Design serial_addsub, sky130hd; sources not shown.
==> run_1/m1.png <==
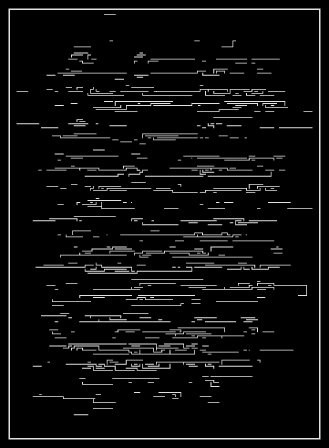
longest straight run: 15.2 um
nets with wire on the layer: 195
share of all routed wire: 42%
met1 usage: 0.2348
drt total wl: 3.119 mm
via count: 1,301

==> run_1/m2.png <==
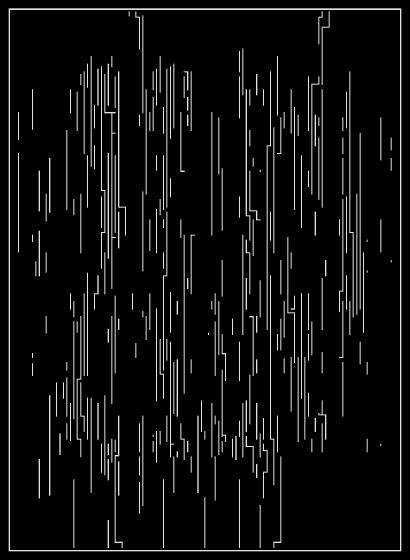
longest straight run: 24.5 um
wire length on this layer: 1,620 um
share of all routed wire: 52%
M2 GR Usage: 0.3136

==> run_1/m3.png <==
The bar under the picture is 20 um long. Cells faint in the background.
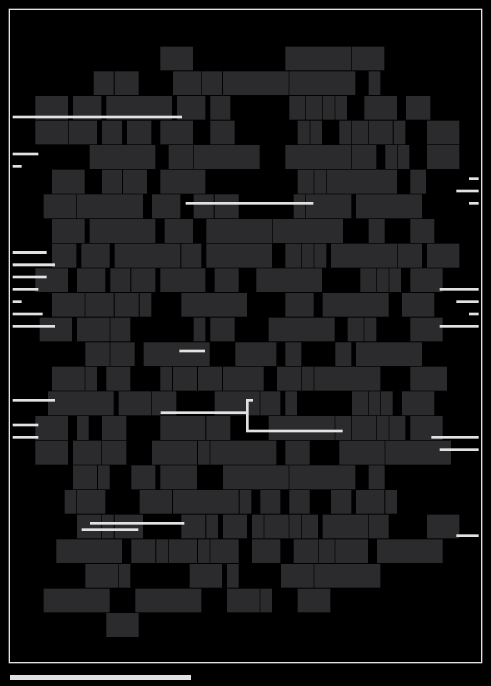
nets with wire on the layer: 26
longest straight run: 18.4 um
share of all routed wire: 4.3%
GR Layer Usage met3: 0.04938

==> run_1/ff_map.png <==
The bar under the picture is 20 um long.
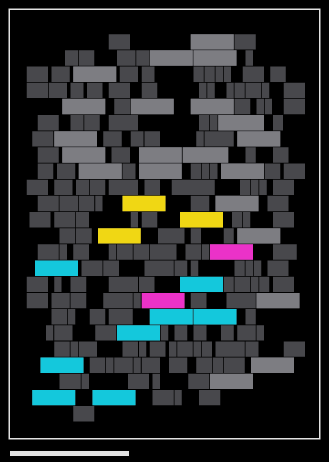
[yellow] cnt | sequential cells: 3
[cyan] a_r | sequential cells: 8
[magenta] state | sequential cells: 2
not coloured: 21
Finished Core Util: 0.6440
Flop area: 683.2 um2
Power Sequential: 0.703 mW
Seq/total area: 0.3430

==> impl_metrics.py, run 1 <==
# Synthesis and PnR figures
metrics = {
    "outcome": {
        "status": "finished clean",
    },
    "global_route": {
        "grt_max_degree": 27,
        "grt_overflow": 0,
        "grt_use_total": 0.1900,
        "grt_pass1_vias": 1250,
    },
    "power_and_ir_drop": {
        "seq_power_share": 0.486,
        "p_sw_mw": 0.3281,
        "combPwrFrac": 0.137,
        "p_leak_nw": 0.7384,
        "p_clk_frac": 0.377,
        "clock_power_mw": 0.546,
        "pg_comb_mw": 0.198,
    },
    "clock_network": {
        "ctsLongestPathBuffers": 2,
        "clk_pin_slew_ns": 0.06,
        "cts.sinks": 34,
    },
    "final_timing": {
        "fin_crit_sh": 0.9293,
        "slew_headroom": 0.5495,
    },
    "finish": {
        "lay_top_cells": "clkdlybuf4s50_1, dfxtp_1, nor2_1",
        "area_growth_pct": 34.46,
        "fill_cells": 273,
        "mostFrequentLayoutCell": "clkdlybuf4s50_1",
        "num_antenna_cells": 0,
    },
    "synth": {
        "ys_async_sr_fraction": 0,
        "synth_warnings": 0,
        "yosys_area_um2": 1481,
    },
    "placed_design": {
        "place_area_um2": 1869,
        "place_ws_ns": -0.1672,
        "dp_hpwl_mm": 2.197,
    },
    "drt": {
        "drcViolationCount": 0,
        "drtPass1Iterations": 4,
    },
    "setup_path": {
        "worstSetupPathType": "register to output port",
        "cp_max_fo": 2,
    },
    "die": {
        "die-area_um2": 3744,
        "die_width_um": 52,
    },
}
## run 1: logic make-up (layout without fill, tap and decap cells)
logic type	after synthesis	count (layout)	synth area share
xor gates and xnor gates	10	10	0.05913
buffers and inverters	16	54	0.05152
adders and majority gates	3	3	0.03040
DFF	34	34	0.4595
AOI/OAI and AO/OA	54	54	0.2500
and+or+nand+nor	50	50	0.1495
## run 1: worst max-delay path, cell delays in order, from the launching register on
cell	delay (ns)
dfxtp_2	0.32
or4_4	0.53
nor2_1	0.09
buf_2	0.11
## run 1: through the flow
stage	instances	TNS (ns)
2_1_floorplan	167	0
3_3_place_gp	235	-0.5348
3_5_place_dp	235	-1.235
4_1_cts	244	0
5_1_grt	244	0
6_report	244	0
## run 1: cells in the mapped netlist, types with 4 or more instances
library cell / number / area share
clkbuf_1: 5 / 0.013
a22oi_1: 12 / 0.061
dfxtp_1: 34 / 0.46
nand2b_1: 4 / 0.017
buf_2: 6 / 0.020
xnor2_1: 8 / 0.047
o22ai_1: 9 / 0.038
nor2_1: 20 / 0.051
o2bb2ai_1: 6 / 0.035
a211oi_1: 9 / 0.046
a21oi_1: 14 / 0.047
nand2_1: 18 / 0.046
## run 1: per-layer routing
layer	global-route usage	up-vias	wire, um
li1	-	665	-
met1	0.2348	600	1320
met2	0.3136	32	1617
met3	0.04938	4	134
met4	0.07018	0	47
met5	0	-	0
## run 1: cell type report
class	count	area, um2	share of cell area
well taps	39	48.80	0.02450
clock buffers	8	110.1	0.05528
repair buffers	44	410.4	0.2060
multi-input cells	117	732.0	0.3675
flip-flops and latches	34	683.2	0.3430
inverters	2	7.507	0.003769
## run 1: timing repair
item,4_1_cts,5_1_grt
endpoints found under the setup margin,9,1
hold endpoints to repair,0,0
setup buffers,1,0
pin swaps,2,1
gates resized,8,0
==> inputs of run 2 (changes only) <==
--- a/config.mk
+++ b/config.mk
@@ -5,10 +5,11 @@
 export SDC_FILE = /design/constraint.sdc
 export NUM_CORES = 1
 export LEC_CHECK = 0
+export ABC_AREA = 1
 export CAP_MARGIN = 0
-export CORE_AREA = 2 2 50 70
+export CORE_AREA = 2 2 52 74
 export DETAILED_ROUTE_END_ITERATION = 8
-export DIE_AREA = 0 0 52 72
+export DIE_AREA = 0 0 54 76
 export PLACE_DENSITY_LB_ADDON = 0.12
 export SETUP_SLACK_MARGIN = 0.2
 export SLEW_MARGIN = 20
==> impl_metrics.py, run 2 <==
# Synthesis and PnR figures
metrics = {
    "global_route": {
        "grt_pass1_vias": 1325,
        "grt_max_degree": 29,
        "grt_busiest_layer": "met2",
        "grt_overflow": 0,
        "met3_usage": 0.04706,
        "grt_use_total": 0.1741,
    },
    "finish": {
        "num_antenna_cells": 0,
        "fill_cells": 343,
        "mostFrequentLayoutCell": "nand2_1",
        "flop_area_um2": 681.9,
        "lay_top_cells": "nand2_1, nor2_1, dfxtp_1, clkdlybuf4s50_1, nand3_1",
    },
    "drt": {
        "drt-met1-wl_mm": 1.339,
        "route.met2.wl_mm": 1.690,
        "drcViolationCount": 0,
        "top_layer_used": "met4",
    },
    "synth": {
        "top_cell_area_share": 0.4106,
        "ys_async_sr_fraction": 0,
        "yosys_area_um2": 1658,
        "top_cell": "nand2_1",
        "synth_warnings": 0,
        "yosys.area.top_type": "dfxtp_1",
        "synthTopCellsByArea": "dfxtp_1, nand2_1, nor2_1",
        "common_cells": "nand2_1, nor2_1, dfxtp_1",
    },
    "clock_network": {
        "ctsLongestPathBuffers": 2,
        "cts_resized": 2,
        "cts_setup_buffers": 0,
        "clk_pin_slew_ns": 0.07,
        "cts.sinks": 34,
    },
    "power_and_ir_drop": {
        "p_clk_frac": 0.336,
        "powerSeq_mw": 0.717,
        "pg_comb_mw": 0.253,
        "p_sw_mw": 0.3857,
        "combPwrFrac": 0.173,
    },
    "final_timing": {
        "fin_crit_sh": 0.8569,
        "slew_headroom": 0.7442,
    },
    "setup_path": {
        "max_stage_delay_ns": 0.52,
        "cpMaxStageDelayCell": "clkdlybuf4s50_1",
        "cp_cell_sequence": "clkdlybuf4s50_1",
        "critPathBufInv": 1,
        "path_depth": 1,
    },
    "placed_design": {
        "dp_hpwl_mm": 2.286,
    },
    "outcome": {
        "status": "finished clean",
    },
    "die": {
        "die_width_um": 54,
    },
}
run 2: netlist changes by cell type after synthesis, moves of 9 or more:
cell / delta
nand2_1: +52
nor2_1: +36
nand3_1: +29
inv_1: +18
a22oi_1: -12
o21ai_0: +10
a211oi_1: -9
o22ai_1: -9
run 2: worst min-delay path: stages (launching register included):
cell	delay (ns)
dfxtp_1	0.33
nand2_1	0.05
nand3_1	0.05
run 2: final cells by class:
| class | count | area share |
|---|---|---|
| Timing Repair Buffer | 38 | 0.1763 |
| Multi-Input combinational cell | 183 | 0.3873 |
| Clock inverter | 1 | 0.002391 |
| Sequential cell | 34 | 0.3258 |
| Clock buffer | 7 | 0.04124 |
| Inverter | 22 | 0.04184 |
| Tap cell | 42 | 0.02510 |
run 2: metrics by stage:
step | power (mW) | cell area (um2) | hold slack (ns) | worst slack (ns) | cells
floorplan | 0.8902 | 1658 | 0.2286 | 0.6966 | 250
global placement | 0.9861 | 2002 | 0.2401 | 0.2674 | 319
detailed placement | 0.9899 | 2002 | 0.2429 | 0.2381 | 319
CTS | 1.479 | 2093 | 0.2593 | 0.2933 | 327
global route | 1.539 | 2093 | 0.2923 | 0.2575 | 327
finish | 1.462 | 2093 | 0.2596 | 0.3005 | 327
run 2: kinds of logic (layout without fill, tap and decap cells):
| kind of cell | count (synthesis) | after routing | synth area share |
|---|---|---|---|
| simple gates | 161 | 161 | 0.4000 |
| compound gates | 17 | 17 | 0.05132 |
| xor+xnor | 2 | 2 | 0.01057 |
| fa+ha+maj | 3 | 3 | 0.02717 |
| flops | 34 | 34 | 0.4106 |
| buf+inv | 33 | 68 | 0.1004 |
==> run_2/m1.png <==
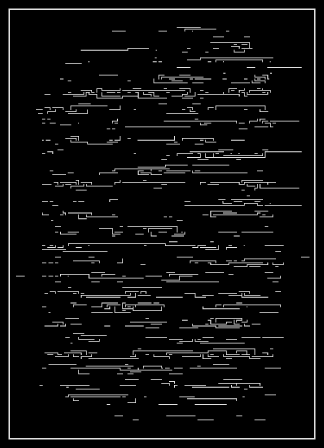
share of all routed wire: 41%
longest straight run: 17.2 um
nets with wire on the layer: 276
wire length on this layer: 1,340 um
met1 usage: 0.1950
via count: 1,578
drt total wl: 3.260 mm

==> run_2/m2.png <==
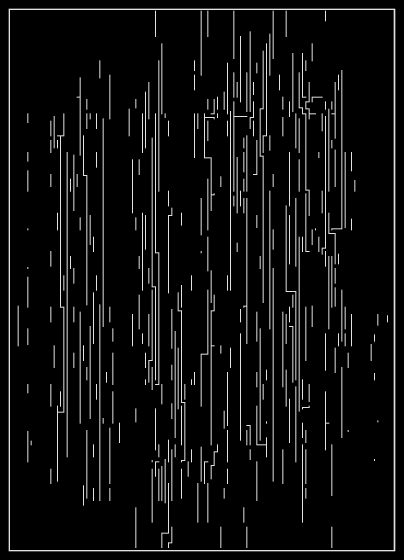
main direction: vertical
share of all routed wire: 52%
longest straight run: 42.8 um
wire length on this layer: 1,690 um
M2 GR Usage: 0.2915

Power figures rest on the tool's default switching activity, not on a simulated workload.
